**src/rtl/lc3b_ifetch_unit.sv**
```systemverilog
// ----------------------------------------------------------------------------
// lc3b_ifetch_unit
// Instruction-fetch stage for the LC-3b pipeline. Owns the fetch PC, keeps at
// most one read outstanding on the instruction-memory port, buffers returned
// words in a QDEPTH-entry queue and hands {inst, npc} to decode over a
// valid/ready handshake. A redirect flushes the queue and restarts fetch.
// A read that is still in flight when a redirect lands cannot be cancelled on
// the memory side. The DRAIN state keeps the old request stable until that
// response arrives, and then drops the response.
//
// Optional feature macro: IFETCH_ALIGN_CHECK_EN
//   defined   : an odd redirect target is fetched from the even address below
//               it. The first entry pushed after that redirect is marked with
//               if_misalign.
//   undefined : bit 0 of the redirect target is cleared and if_misalign is
//               tied low.
// ----------------------------------------------------------------------------
module lc3b_ifetch_unit #(
    parameter int          QDEPTH   = 2,
    parameter logic [15:0] RESET_PC = 16'h0000
) (
    input  logic        clk,
    input  logic        reset,
    output logic [15:0] imem_address,
    output logic        imem_read,
    input  logic        imem_resp,
    input  logic [15:0] imem_rdata,
    input  logic        redirect_valid,
    input  logic [15:0] redirect_pc,
    input  logic        id_ready,
    output logic        if_valid,
    output logic [15:0] if_inst,
    output logic [15:0] if_npc,
    output logic        if_misalign
);

    localparam int          PW       = $clog2(QDEPTH);
    localparam int          CW       = PW + 1;
    localparam logic [CW-1:0] FULL   = CW'(QDEPTH);
    localparam logic [15:0] START_PC = RESET_PC & 16'hFFFE;

    typedef enum logic [1:0] {
        IDLE  = 2'd0,
        REQ   = 2'd1,
        DRAIN = 2'd2
    } state_t;

    state_t        state_q, state_d;
    logic [15:0]   pc_q, pc_d;
    logic [15:0]   drain_addr_q, drain_addr_d;
    logic [PW-1:0] head_q, head_d;
    logic [PW-1:0] tail_q, tail_d;
    logic [CW-1:0] count_q, count_d;
    logic [CW-1:0] count_after;

    logic [15:0]   inst_q [QDEPTH];
    logic [15:0]   npc_q  [QDEPTH];

    logic          push;
    logic          pop;
    logic [15:0]   redirect_target;
    logic [15:0]   npc_push;

    // The mask keeps every fetch address even, whatever bit 0 of the target was.
    assign redirect_target = redirect_pc & 16'hFFFE;
    assign npc_push        = pc_q + 16'd2;

    // A flush outranks both a response and a pop in the same cycle.
    assign if_valid = (count_q != '0);
    assign push     = (state_q == REQ) && imem_resp && !redirect_valid;
    assign pop      = if_valid && id_ready && !redirect_valid;

    // Occupancy after this cycle's push/pop. The fetch FSM uses it to decide whether to keep requesting.
    always_comb begin
        count_after = count_q;
        if (push && !pop) begin
            count_after = count_q + CW'(1);
        end else if (!push && pop) begin
            count_after = count_q - CW'(1);
        end
    end

    // Fetch FSM next state, PC update and queue pointer bookkeeping.
    always_comb begin
        state_d      = state_q;
        pc_d         = pc_q;
        drain_addr_d = drain_addr_q;
        head_d       = head_q;
        tail_d       = tail_q;
        count_d      = count_after;

        if (push) begin
            tail_d = tail_q + PW'(1);
        end
        if (pop) begin
            head_d = head_q + PW'(1);
        end

        case (state_q)
            IDLE: begin
                if (redirect_valid) begin
                    pc_d    = redirect_target;
                    state_d = REQ;
                end else if (count_q < FULL) begin
                    state_d = REQ;
                end
            end
            REQ: begin
                if (redirect_valid) begin
                    pc_d = redirect_target;
                    if (imem_resp) begin
                        state_d = REQ;
                    end else begin
                        drain_addr_d = pc_q;
                        state_d      = DRAIN;
                    end
                end else if (imem_resp) begin
                    pc_d    = npc_push;
                    state_d = (count_after < FULL) ? REQ : IDLE;
                end
            end
            DRAIN: begin
                if (redirect_valid) begin
                    pc_d = redirect_target;
                end
                if (imem_resp) begin
                    state_d = REQ;
                end
            end
            default: begin
                state_d = IDLE;
            end
        endcase

        if (redirect_valid) begin
            head_d  = '0;
            tail_d  = '0;
            count_d = '0;
        end
    end

    // State, PC and queue-pointer registers.
    always_ff @(posedge clk or posedge reset) begin
        if (reset) begin
            state_q      <= IDLE;
            pc_q         <= START_PC;
            drain_addr_q <= START_PC;
            head_q       <= '0;
            tail_q       <= '0;
            count_q      <= '0;
        end else begin
            state_q      <= state_d;
            pc_q         <= pc_d;
            drain_addr_q <= drain_addr_d;
            head_q       <= head_d;
            tail_q       <= tail_d;
            count_q      <= count_d;
        end
    end

    // Queue storage. The returned word and its fall-through address are written at the tail.
    always_ff @(posedge clk or posedge reset) begin
        if (reset) begin
            for (int i = 0; i < QDEPTH; i++) begin
                inst_q[i] <= 16'h0000;
                npc_q[i]  <= 16'h0000;
            end
        end else if (push) begin
            inst_q[tail_q] <= imem_rdata;
            npc_q[tail_q]  <= npc_push;
        end
    end

`ifdef IFETCH_ALIGN_CHECK_EN
    logic mis_q [QDEPTH];
    logic pend_q, pend_d;

    // An odd redirect arms the flag. The next word actually pushed consumes it.
    always_comb begin
        pend_d = pend_q;
        if (redirect_valid) begin
            pend_d = redirect_pc[0];
        end else if (push) begin
            pend_d = 1'b0;
        end
    end

    // Pending-misalign register and the per-entry misalign bits.
    always_ff @(posedge clk or posedge reset) begin
        if (reset) begin
            pend_q <= 1'b0;
            for (int i = 0; i < QDEPTH; i++) begin
                mis_q[i] <= 1'b0;
            end
        end else begin
            pend_q <= pend_d;
            if (push) begin
                mis_q[tail_q] <= pend_q;
            end
        end
    end

    assign if_misalign = if_valid & mis_q[head_q];
`else
    assign if_misalign = 1'b0;
`endif

    // In DRAIN the stale request stays on the bus untouched until the memory answers it.
    assign imem_read    = (state_q != IDLE);
    assign imem_address = (state_q == DRAIN) ? drain_addr_q : pc_q;
    assign if_inst      = if_valid ? inst_q[head_q] : 16'h0000;
    assign if_npc       = if_valid ? npc_q[head_q]  : 16'h0000;

endmodule

```
**config.mk**
```make
export PLATFORM = sky130hd
export DESIGN_NAME = lc3b_ifetch_unit
export DESIGN_NICKNAME = d
export VERILOG_FILES = /design/src/rtl/lc3b_ifetch_unit.sv
export SDC_FILE = /design/constraint.sdc
export NUM_CORES = 1
export LEC_CHECK = 0
export CORE_MARGIN = 2
export CORE_UTILIZATION = 53
export DETAILED_ROUTE_END_ITERATION = 10
export PLACE_DENSITY = 0.8
export RECOVER_POWER = 25
export SYNTH_ARGS = -nofsm -noshare
export SYNTH_HDL_FRONTEND = slang
export SYNTH_SLANG_ARGS = --single-unit
```
**constraint.sdc**
```tcl
create_clock -name clk -period 3.7 [get_ports clk]
set_input_delay 0.555 -clock clk [delete_from_list [all_inputs] [get_ports clk]]
set_output_delay 0.555 -clock clk [all_outputs]
set_load 0.02 [all_outputs]
```
==> summary.txt <==
Notes from the flow run.

Finish:
- The run puts the non-clock inverter count in the final layout at 8.
- Across the whole layout, storage elements account for 2450 um2.
- The run puts the logic area at 2240 um2.
- The flow measured a signed area growth from synthesis to layout of 23.2%.
- The run gives the count of plain and timing-repair buffers as 94.
- According to the cell report, the number of logic gates is 310.
- The run gives the share of cells above drive strength 1 as 18.3%.
- The run gives the portion of the layout cell area used by clock cells as 3.99%.
- The run gives the antenna cell count as 0.

Synthesis:
- In the synthesized netlist, the number of instances is 448.
- The run gives the and-or/or-and share of the synthesized area as 8.66%.
- The run puts the top-area cell type share of the netlist area at 50.2%.
- For reference, full adder, half adder and majority cells occupy 0.512% of the area reported after synthesis.
- The run gives the synthesized cell area as 4890 um2.
- The run puts the share of the synthesized netlist area taken by xor and xnor gates at 2.69%.
- The run gives the proportion of register bits with asynchronous set or reset after synthesis as 100%.
- The run gives the multiplexer fraction of the synthesized cell area as 22.0%.
- The main area contributors are dfrtp_1 (50%), mux2_2 (12%), mux2i_1 (6.8%).
- By area, the combinational part of the netlist is dominated by multiplexers.

Flow run:
- The run puts the number of maximum-capacitance violations at 1.
- The run puts the OpenROAD warning count at 27.

Critical path:
- The run gives the startpoint class of the critical path as a register.
- Among all stages on the critical path, the largest delay is contributed by clkdlybuf4s50_1.
- STA classifies the critical path endpoint as an output pin.

Timing:
- The run puts the maximum frequency from static timing analysis at 361 MHz.
- Setup repair after global routing left no endpoint under its margin.
- The run puts the summed negative setup slack over all endpoints at 0 ps.
- The run gives the number of pins with negative max-slew slack in the final report as 45.

Clock network:
- The tree is rooted in a clkbuf_8.
- The report lists the number of cells resized after CTS as 0.
- In this run the number of H-tree levels came out at 3.
- The run puts the hold buffer count at cts at 0.
- The run gives the clock latency at the later pin of the worst-skew pair as 350 ps.
- The run puts the number of buffers added for setup after CTS at 0.

Routing:
- The run gives the remaining routing DRC violations as 0.
- The run gives the residual antenna-violating net count after detailed routing as 0.
- The run gives the total routed wirelength as 10600 um.
- The run gives the count of routing violations after the opening detailed-route iteration as 151.
- The run gives the final routed wire length divided by cell count as 16.7 um.

Floorplan:
- The share of the core area taken by cells at floorplan is 53.6%.
- Row generation in the floorplan step produced 35 rows.

Placement:
- The run gives the number of cells in the design after placement as 621.

Status:
- The flow ran to the end, but the final reports show violations.
- The checks that failed: capacitance limit, slew limit.
[report_power, final]
group          internal [mW]  leakage (nW)  switching, mW
Clock                  0.452         0.121          0.369
Sequential              1.58          1.17          0.415
Combinational           1.31          1.21           1.30
Total                   3.34          2.50           2.08
[tightest hold or removal path, delay by kind of cell, from the launching register on]
family	cells	cell delay (ps)
AOI/OAI and AO/OA	1	60
and+or+nand+nor	1	50
DFF	1	350
[per-layer routing]
metal	track usage, %	vias up	part of all wire, %
li1	-	1700	-
met3	4.32	8	6.2
met1	30.7	1765	45
met4	5.48	0	0.86
met2	36.5	108	48
met5	0	-	0
[final timing paths]
kind | from | to | slack (ps) | depth (start not counted)
max | state_q[0]$_DFFE_PP0P_ | imem_address[3] | 930 | 4
min reg2reg | npc_q[14]$_DFFE_PP0P_ | npc_q[14]$_DFFE_PP0P_ | 490 | 2
min | npc_q[14]$_DFFE_PP0P_ | npc_q[14]$_DFFE_PP0P_ | 490 | 2
max in group asynchronous | reset | head_q$_DFFE_PP0P_ | 1150 | 3
min in group asynchronous | reset | drain_addr_q[1]$_DFFE_PP0P_ | 1150 | 2
max reg2reg | state_q[0]$_DFFE_PP0P_ | inst_q[1]$_DFFE_PP0P_ | 1430 | 3
[per-stage QoR]
stage          setup slack (ps)  hold WS [ps]  utilization (%)  total power [mW]  cell area, um2
2_1_floorplan               583           450                -              3.66            4890
3_3_place_gp                866           461             63.5              4.49            5780
3_5_place_dp                841           470             63.5              4.62            5780
4_1_cts                     907           491             66.1              5.46            6020
5_1_grt                     767           520             66.1              5.78            6020
6_report                    932           489             66.1              5.42            6020
[sequential cells by signal (all words and copies together) (netlist names)]
name          flops
count_q           2
drain_addr_q     15
state_q           2
npc_q            30
tail_q            1
inst_q           32
head_q            1
pc_q             15
### Supply network

Scale: 4 px per um. Pins as bars on the die edge. Tap cells in grey.
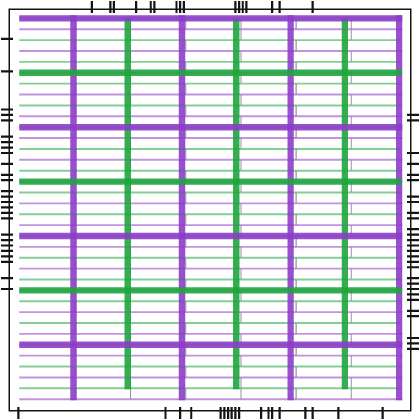
| colour | net |
|---|---|
| green | VDD |
| purple | VSS |
met5 straps: 7
met1 rails: 36
die width: 100 um
vertical die size: 100 um
worst vdd ir: 0.000388 V
Core ar.: 9110 um2

### Signal wires by layer

Scale: 4 px per um.
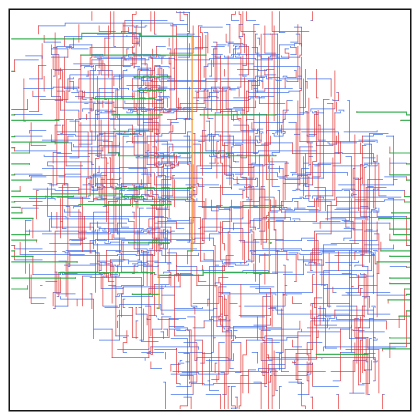
| colour | layer | wire length |
|---|---|---|
| orange | met4 | 91.1 um |
| red | met2 | 5150 um |
| blue | met1 | 4740 um |
| green | met3 | 656 um |

### Clock nets

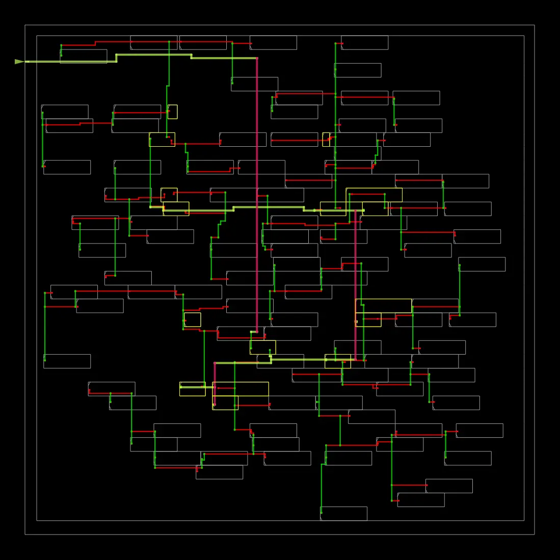
count of flip-flops and latches: 98
clock skew after layout: 9.60 ps
count of clock-net buffers in the final layout: 10
count of clock tree sinks: 98

Power and IR drop assume default switching activity.
